Figure 1. Register map, names as in the netlist.
Other sequential cells in the stronger gray, the rest of the logic in the fainter gray.
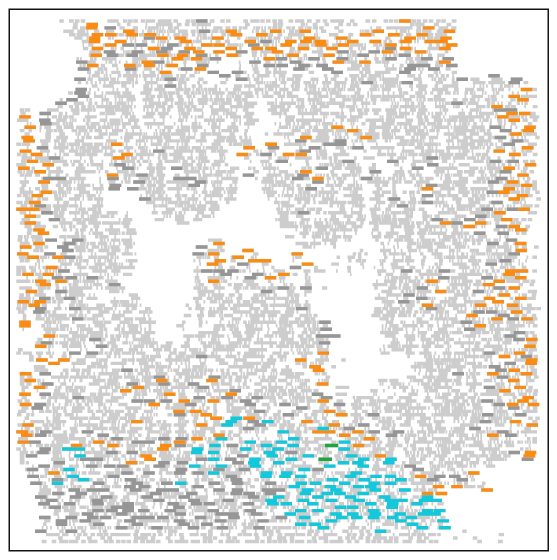
Figure 2. Wiring by layer.
Two of the layers only.
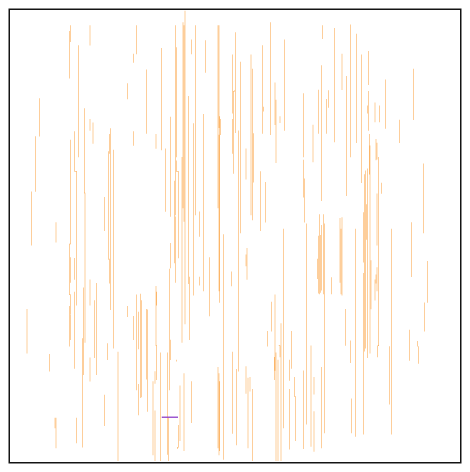
Figure 3. Metal 2.
Scale bar: 100 um.
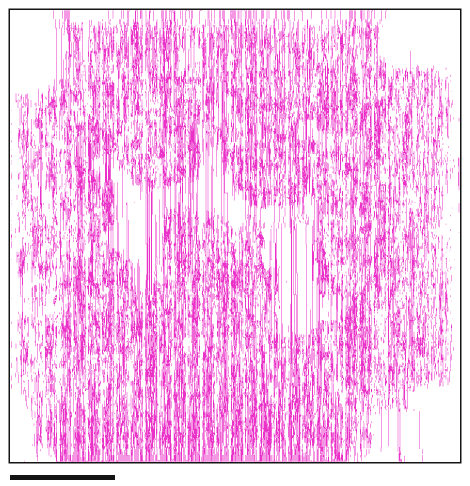
Figure 4. Placed standard cells.
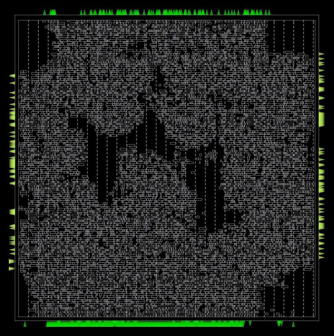
Figure 5. Wires at chosen ports, followed through buffers.
Scale bar: 100 um.
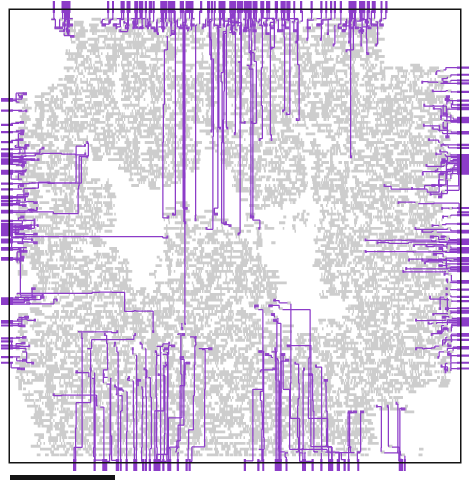
### config.mk
export PLATFORM = sky130hd
export DESIGN_NAME = matmul_nxn_seq
export DESIGN_NICKNAME = d
export VERILOG_FILES = /design/src/rtl/matmul_pkg.sv /design/src/rtl/mac_cell.sv /design/src/rtl/matmul_nxn_seq.sv
export SDC_FILE = /design/constraint.sdc
export NUM_CORES = 2
export LEC_CHECK = 0
export ABC_CLOCK_PERIOD_IN_PS = 62300
export CORE_AREA = 5 5 422 424
export DETAILED_ROUTE_END_ITERATION = 10
export DIE_AREA = 0 0 427 429
export PLACE_DENSITY_LB_ADDON = 0.2
export SYNTH_ARGS = -nofsm -noshare
export SYNTH_HDL_FRONTEND = slang
export SYNTH_SLANG_ARGS = --single-unit
### constraint.sdc
create_clock -name clk -period 62.3 [get_ports clk]
set_input_delay 12.46 -clock clk [delete_from_list [all_inputs] [get_ports clk]]
set_output_delay 12.46 -clock clk [all_outputs]
set_load 0.03 [all_outputs]
### src/rtl/matmul_pkg.sv
// Shared helpers for the NxN sequential matrix multiplier: width derivation,
// FSM state encoding and flat-vector element indexing.
package matmul_pkg;

  typedef enum logic [0:0] {
    StIdle,
    StCompute
  } state_e;

  // Ceiling log2; returns 0 for v <= 1.
  function automatic int unsigned clog2(input int unsigned v);
    int unsigned r;
    r = 0;
    for (int unsigned i = 0; i < 32; i++) begin
      if ((32'd1 << i) < v) r = i + 1;
    end
    return r;
  endfunction

  // Result element width: full product plus growth for an N-term reduction.
  function automatic int unsigned calc_aw(input int unsigned dw, input int unsigned n);
    return 2 * dw + clog2(n);
  endfunction

  // Row-major element position of (i,j) inside a flat NxN vector.
  function automatic int unsigned elem_idx(input int unsigned i, input int unsigned j,
                                           input int unsigned n);
    return i * n + j;
  endfunction

endpackage

### src/rtl/mac_cell.sv
// Single multiply-accumulate cell: acc <= (clr ? 0 : acc) + ext(a*b) when enabled.
module mac_cell #(
  parameter int unsigned DW     = 8,
  parameter int unsigned AW     = 18,
  parameter bit          SIGNED = 1'b0
) (
  input  logic          clk,
  input  logic          rst,
  input  logic          en_i,
  input  logic          clr_i,
  input  logic [DW-1:0] a_i,
  input  logic [DW-1:0] b_i,
  output logic [AW-1:0] acc_o
);

  logic [AW-1:0] prod_ext;
  logic [AW-1:0] acc_q, acc_d;

  if (SIGNED) begin : g_signed
    logic signed [2*DW-1:0] a_ext, b_ext, prod;
    assign a_ext    = {{DW{a_i[DW-1]}}, a_i};
    assign b_ext    = {{DW{b_i[DW-1]}}, b_i};
    assign prod     = a_ext * b_ext;
    assign prod_ext = {{(AW-2*DW){prod[2*DW-1]}}, prod};
  end else begin : g_unsigned
    logic [2*DW-1:0] prod;
    assign prod     = {{DW{1'b0}}, a_i} * {{DW{1'b0}}, b_i};
    assign prod_ext = {{(AW-2*DW){1'b0}}, prod};
  end

  // Next accumulator value; clr restarts the reduction from zero.
  always_comb begin
    acc_d = (clr_i ? '0 : acc_q) + prod_ext;
  end

  // Accumulator register, advanced only on compute cycles.
  always_ff @(posedge clk or posedge rst) begin
    if (rst) begin
      acc_q <= '0;
    end else if (en_i) begin
      acc_q <= acc_d;
    end
  end

  assign acc_o = acc_q;

endmodule

### src/rtl/matmul_nxn_seq.sv
// NxN integer matrix multiplier, one k-step per cycle over N*N MAC cells.
// Computes C = A*B, or C = C + A*B when acc_en is sampled high with start.
module matmul_nxn_seq
  import matmul_pkg::*;
#(
  parameter int unsigned N      = 4,
  parameter int unsigned DW     = 8,
  parameter bit          SIGNED = 1'b0
) (
  input  logic                            clk,
  input  logic                            rst,
  input  logic                            start_i,
  input  logic                            acc_en_i,
  input  logic [N*N*DW-1:0]               a_flat_i,
  input  logic [N*N*DW-1:0]               b_flat_i,
  output logic                            busy_o,
  output logic                            done_o,
  output logic [N*N*calc_aw(DW, N)-1:0]   c_flat_o
);

  localparam int unsigned AW = calc_aw(DW, N);
  localparam int unsigned KW = clog2(N);

  state_e             state_q, state_d;
  logic [KW-1:0]      k_q, k_d;
  logic               done_q, done_d;
  logic [N*N*DW-1:0]  a_q, b_q;
  logic               acc_en_q;
  logic [N*N*AW-1:0]  hold_q;
  logic [N*N*AW-1:0]  acc_flat;
  logic               load;
  logic               mac_en;
  logic               mac_clr;
  logic [DW-1:0]      a_sel [N];
  logic [DW-1:0]      b_sel [N];

  // FSM next-state: accept start in idle, step k each compute cycle, finish at k==N-1.
  always_comb begin
    state_d = state_q;
    k_d     = k_q;
    done_d  = 1'b0;
    load    = 1'b0;
    mac_en  = 1'b0;
    unique case (state_q)
      StIdle: begin
        if (start_i) begin
          state_d = StCompute;
          k_d     = '0;
          load    = 1'b1;
        end
      end
      StCompute: begin
        mac_en = 1'b1;
        k_d    = k_q + KW'(1);
        if (k_q == KW'(N - 1)) begin
          state_d = StIdle;
          k_d     = '0;
          done_d  = 1'b1;
        end
      end
      default: state_d = StIdle;
    endcase
  end

  // First k-step of a non-accumulating operation discards the old result.
  assign mac_clr = (k_q == '0) && !acc_en_q;

  // Operand muxes: column k of A feeds every row, row k of B feeds every column.
  always_comb begin
    for (int i = 0; i < N; i++) begin
      a_sel[i] = a_q[elem_idx(i, int'(k_q), N)*DW +: DW];
      b_sel[i] = b_q[elem_idx(int'(k_q), i, N)*DW +: DW];
    end
  end

  // Control state and operand latches.
  always_ff @(posedge clk or posedge rst) begin
    if (rst) begin
      state_q  <= StIdle;
      k_q      <= '0;
      done_q   <= 1'b0;
      a_q      <= '0;
      b_q      <= '0;
      acc_en_q <= 1'b0;
      hold_q   <= '0;
    end else begin
      state_q <= state_d;
      k_q     <= k_d;
      done_q  <= done_d;
      if (load) begin
        a_q      <= a_flat_i;
        b_q      <= b_flat_i;
        acc_en_q <= acc_en_i;
        // Snapshot of the visible result so partial sums stay hidden while busy.
        hold_q   <= acc_flat;
      end
    end
  end

  for (genvar gi = 0; gi < N; gi++) begin : g_row
    for (genvar gj = 0; gj < N; gj++) begin : g_col
      mac_cell #(
        .DW     (DW),
        .AW     (AW),
        .SIGNED (SIGNED)
      ) u_mac (
        .clk   (clk),
        .rst   (rst),
        .en_i  (mac_en),
        .clr_i (mac_clr),
        .a_i   (a_sel[gi]),
        .b_i   (b_sel[gj]),
        .acc_o (acc_flat[elem_idx(gi, gj, N)*AW +: AW])
      );
    end
  end

  assign busy_o = (state_q == StCompute);
  assign done_o = done_q;
  // Idle accumulators hold the last completed result; while busy show the snapshot.
  assign c_flat_o = busy_o ? hold_q : acc_flat;

endmodule
==> Implementation_results.wiki <==
== Run summary ==
{| class="wikitable"
! Metric !! Value
|-
| Ant. Diodes || 10
|-
| Worst Hold End || hold_q[242]$_DFFE_PP0P_
|-
| Area growth syn-to-layout || 15.1%
|-
| Combinational family with the most area after synthesis || adder cells
|-
| Highest net fanout along the worst path || 78
|-
| Number of distinct library cells after synthesis || 74
|-
| Proportion of cell area spent on the clock network || 4.00%
|-
| CP Launch Point || busy_o$_DFF_PP0_
|-
| Non-clock buffer share of cell area || 7.29%
|-
| Flip-flops with a built-in enable || 0
|-
| RSZ-0062 raised after global routing || no
|-
| Critical Path, Cell by Cell || buf_4 -> buf_4 -> buf_4 -> mux2_2 -> clkdlybuf4s50_1
|-
| Yosys top cell by area || sky130_fd_sc_hd__dfrtp_1
|-
| Count of instantiated cells in the yosys netlist || 9326
|-
| Multi-input gate share of the layout cell area || 56.3%
|-
| Maximum number of pins on one net before global-route repair || 205
|-
| Number of max-cap violations || 0
|-
| Compound-Gate Fraction of Synth Area || 5.95%
|-
| Combined area of the multi-input logic cells || 0.0504 mm2
|-
| Post-synthesis xor/xnor area fraction || 1.87%
|-
| Endpoint of the worst setup timing path || c_flat_o[63]
|-
| Clock latency of the later-clocked register in the worst-skew pair || 770 ps
|-
| Worst setup EP type || output pin
|-
| Final weighted congestion of routability-driven global placement || 0.913
|-
| Cts-stage hold buffer count || 0
|-
| Buffer-and-inverter tally for the worst setup path || 4
|-
| Count of cells resized by post-cts repair || 0
|-
| Final layout net count || 11300
|-
| Sequential element share of the synthesized area || 26.9%
|-
| Post-layout period usage || 27.8%
|-
| Slowest library cell on the worst path || sky130_fd_sc_hd__dfrtp_4
|-
| Antenna Violating Nets Remaining || 0
|-
| Largest area class, layout || combinational gates
|-
| Length of the first detailed-routing pass in iterations || 5
|-
| Commonest cells after routing, fill and taps aside || sky130_fd_sc_hd__nand2_1, sky130_fd_sc_hd__inv_1, sky130_fd_sc_hd__dfrtp_1
|-
| Worst reg2reg setup slack || 53870 ps
|-
| Adder Share, Synth || 30.9%
|-
| Cells on Worst Hold Path || 2
|-
| Post-Route Skew || 39.0 ps
|-
| Final sum of negative setup slack || 0 ps
|-
| Via/cell ratio || 5.21
|-
| Setup repair bufs after CTS || 0
|-
| Tally of OpenROAD warnings || 45
|-
| Clk pin slew, worst setup/hold paths || 70 ps
|-
| Residual DRC || 0
|-
| Synthesis warning total || 0
|-
| Depth of the worst register-to-register path || 22
|-
| Max-area cell share || 26.9%
|-
| Die area || 0.183 mm2
|-
| Final tally of max-slew violations || 0
|-
| Clock Sinks || 837
|-
| Min Clock Period, post-route || 17340 ps
|-
| Vertical die dimension || 429 um
|-
| Number of buffers added by the clock tree synthesis step || 99
|-
| Slew @ Worst Pin || 1220 ps
|-
| Total number of H-tree levels || 3
|-
| Ys async rst share || 100%
|-
| Family with the most delay on the worst path || buffers and inverters
|-
| Flip-flop and latch count || 837
|-
| Peak clock frequency supported by timing || 57.7 MHz
|-
| Antenna violations before repair || 14
|-
| Max stage delay on crit path || 790 ps
|-
| Ratio of cells with drive above 1 in the final layout || 6.95%
|-
| Path class of the lowest-slack min-delay path || reg -> reg
|-
| Hold Startpoint || g_row[3].g_col[1].u_mac.acc_o[8]$_DFFE_PP0P_
|-
| Detail Placement HPWL || 181000 um
|-
| Cell count after synthesis || 9326
|-
| Die W || 427 um
|-
| Slew HR || 18.5%
|-
| Floorplan row count || 153
|-
| Avg Cell Area, Syn || 8.34 um2
|-
| Final setup fails || 0
|-
| Terminus of the critical flop-to-flop path || g_row[0].g_col[2].u_mac.acc_o[17]$_DFFE_PP0P_
|-
| Multiplexer share of the synthesized area || 4.85%
|-
| Cell at the root of the clock tree || sky130_fd_sc_hd__clkbuf_16
|-
| Total congestion overflow after global routing || 0
|-
| Worst EP arrival || 4880 ps
|-
| CTS tree || done
|-
| Share of the core filled by cells before placement || 44.8%
|-
| MI comb cells || 6668
|-
| Inverters || 1362
|-
| First-pass GRT wire length || 389000 um
|-
| Top_reg_cell synth || sky130_fd_sc_hd__dfrtp_1
|-
| Number of synthesized register bits || 837
|-
| Sequential cell area || 0.0210 mm2
|-
| Floorplan Core Area || 0.173 mm2
|-
| Clk_buf instances || 134
|-
| Sequential share of cell area || 23.4%
|-
| Cell area after technology mapping || 0.0778 mm2
|-
| Type of the worst setup path || reg -> out
|-
| Number of buffers other than clock buffers in the final layout || 679
|-
| Area contributors post-synth || sky130_fd_sc_hd__dfrtp_1, sky130_fd_sc_hd__fa_1, sky130_fd_sc_hd__nand2_1, sky130_fd_sc_hd__ha_1, sky130_fd_sc_hd__inv_1
|-
| Simple Share, Synth || 20.7%
|-
| Number of design-rule violations left by the first detailed-router iteration || 3989
|-
| Via count of the first global-routing pass || 66000
|-
| Crit-path most repeated cell || sky130_fd_sc_hd__buf_4
|-
| Run status || completed
|-
| Commonest Layout Cell || sky130_fd_sc_hd__nand2_1
|-
| Synthesized Nets || 11000
|-
| Crit start category || flip-flop
|-
| Number of cells on the critical path || 5
|-
| Summed standard-cell area reported by yosys || 0.0778 mm2
|-
| Maximum clock path buffer count || 3
|-
| Final number of hold-violating endpoints || 0
|}
Back to the opening pictures, Figure 1:
Cyan marks `a_q`, flops 128. Orange marks `hold_q`, flops 288, where widely spread. Green marks `k_q`, flops 2.

Back to the opening pictures, Figure 2:
Purple marks met5, wire length 13.8 um. Orange marks met4, wire length 14700 um.
detailed-route via count: 62900
sum of routed wire length over all layers: 250000 um
Total GRT Usage: 27.5%
Routed wire per std cell: 20.7 um

Back to the opening pictures, Figure 3:
The layer carries 121 mm of wire. 9352 nets have wire on it. The layer holds 49% of the routed length.
met2 Usage GRT: 46.5%

Back to the opening pictures, Figure 4:
Filler cells: 16600
n_taps: 2325
non-filler cells, final: 12100

Back to the opening pictures, Figure 5:
Purple marks `c_flat_o`, direction output, end cells 288, buffers 288, wire 15900 um.
I/O pin count: 550
IO buf count: 549

## Yosys cell counts (all sizes together) (6+ instances only)
cell / number
a21boi: 7
o31ai: 13
clkbuf: 430
a21o: 87
a31o: 9
nor2: 734
ha: 642
mux2: 256
or3: 11
and2: 168
nand3: 42
mux2i: 71
o21ai: 218
fa: 800
xnor2: 102
nor2b: 34
dfrtp: 837
and3: 20
a21oi: 159
nand2: 2835
o211ai: 11
buf: 29
o21a: 76
o311ai: 8
a211oi: 15
o2111ai: 11
nor3: 41
a31oi: 18
or2: 28
nand3b: 7
a211o: 8
nand2b: 48
nand4: 15
o21bai: 19
a311oi: 9
o41ai: 6
mux4: 8
nor4b: 6
xor2: 64
inv: 1361
## routing by layer
layer	vias up	global-route usage (%)	routed length, um
met2	1668	46.5	121000
met5	-	0	13
met3	461	4.02	13000
li1	29300	-	-
met1	31400	34.5	101000
met4	2	13.6	14700
## worst min-delay path, delay by kind of cell, from the launching register on
kind / cells / cell delay [ps]
simple gates: 2 / 100
flops: 1 / 350
## through the flow
step	setup slack, ps	instances	util, %	area, um2	hold WS (ps)
2_1_floorplan	26330	9326	-	77800	440
3_3_place_gp	45580	11900	49.5	85900	452
3_5_place_dp	45520	11900	49.5	85900	457
4_1_cts	44870	12100	51.6	89500	473
5_1_grt	44680	12100	51.6	89500	488
6_report	44960	12100	51.6	89500	460
## cell families after synthesis
group / after synthesis
DFF: 837
AOI/OAI and AO/OA: 722
adders and majority gates: 1442
xor gates and xnor gates: 166
and+or+nand+nor: 4003
muxes: 335
buffers and inverters: 1821
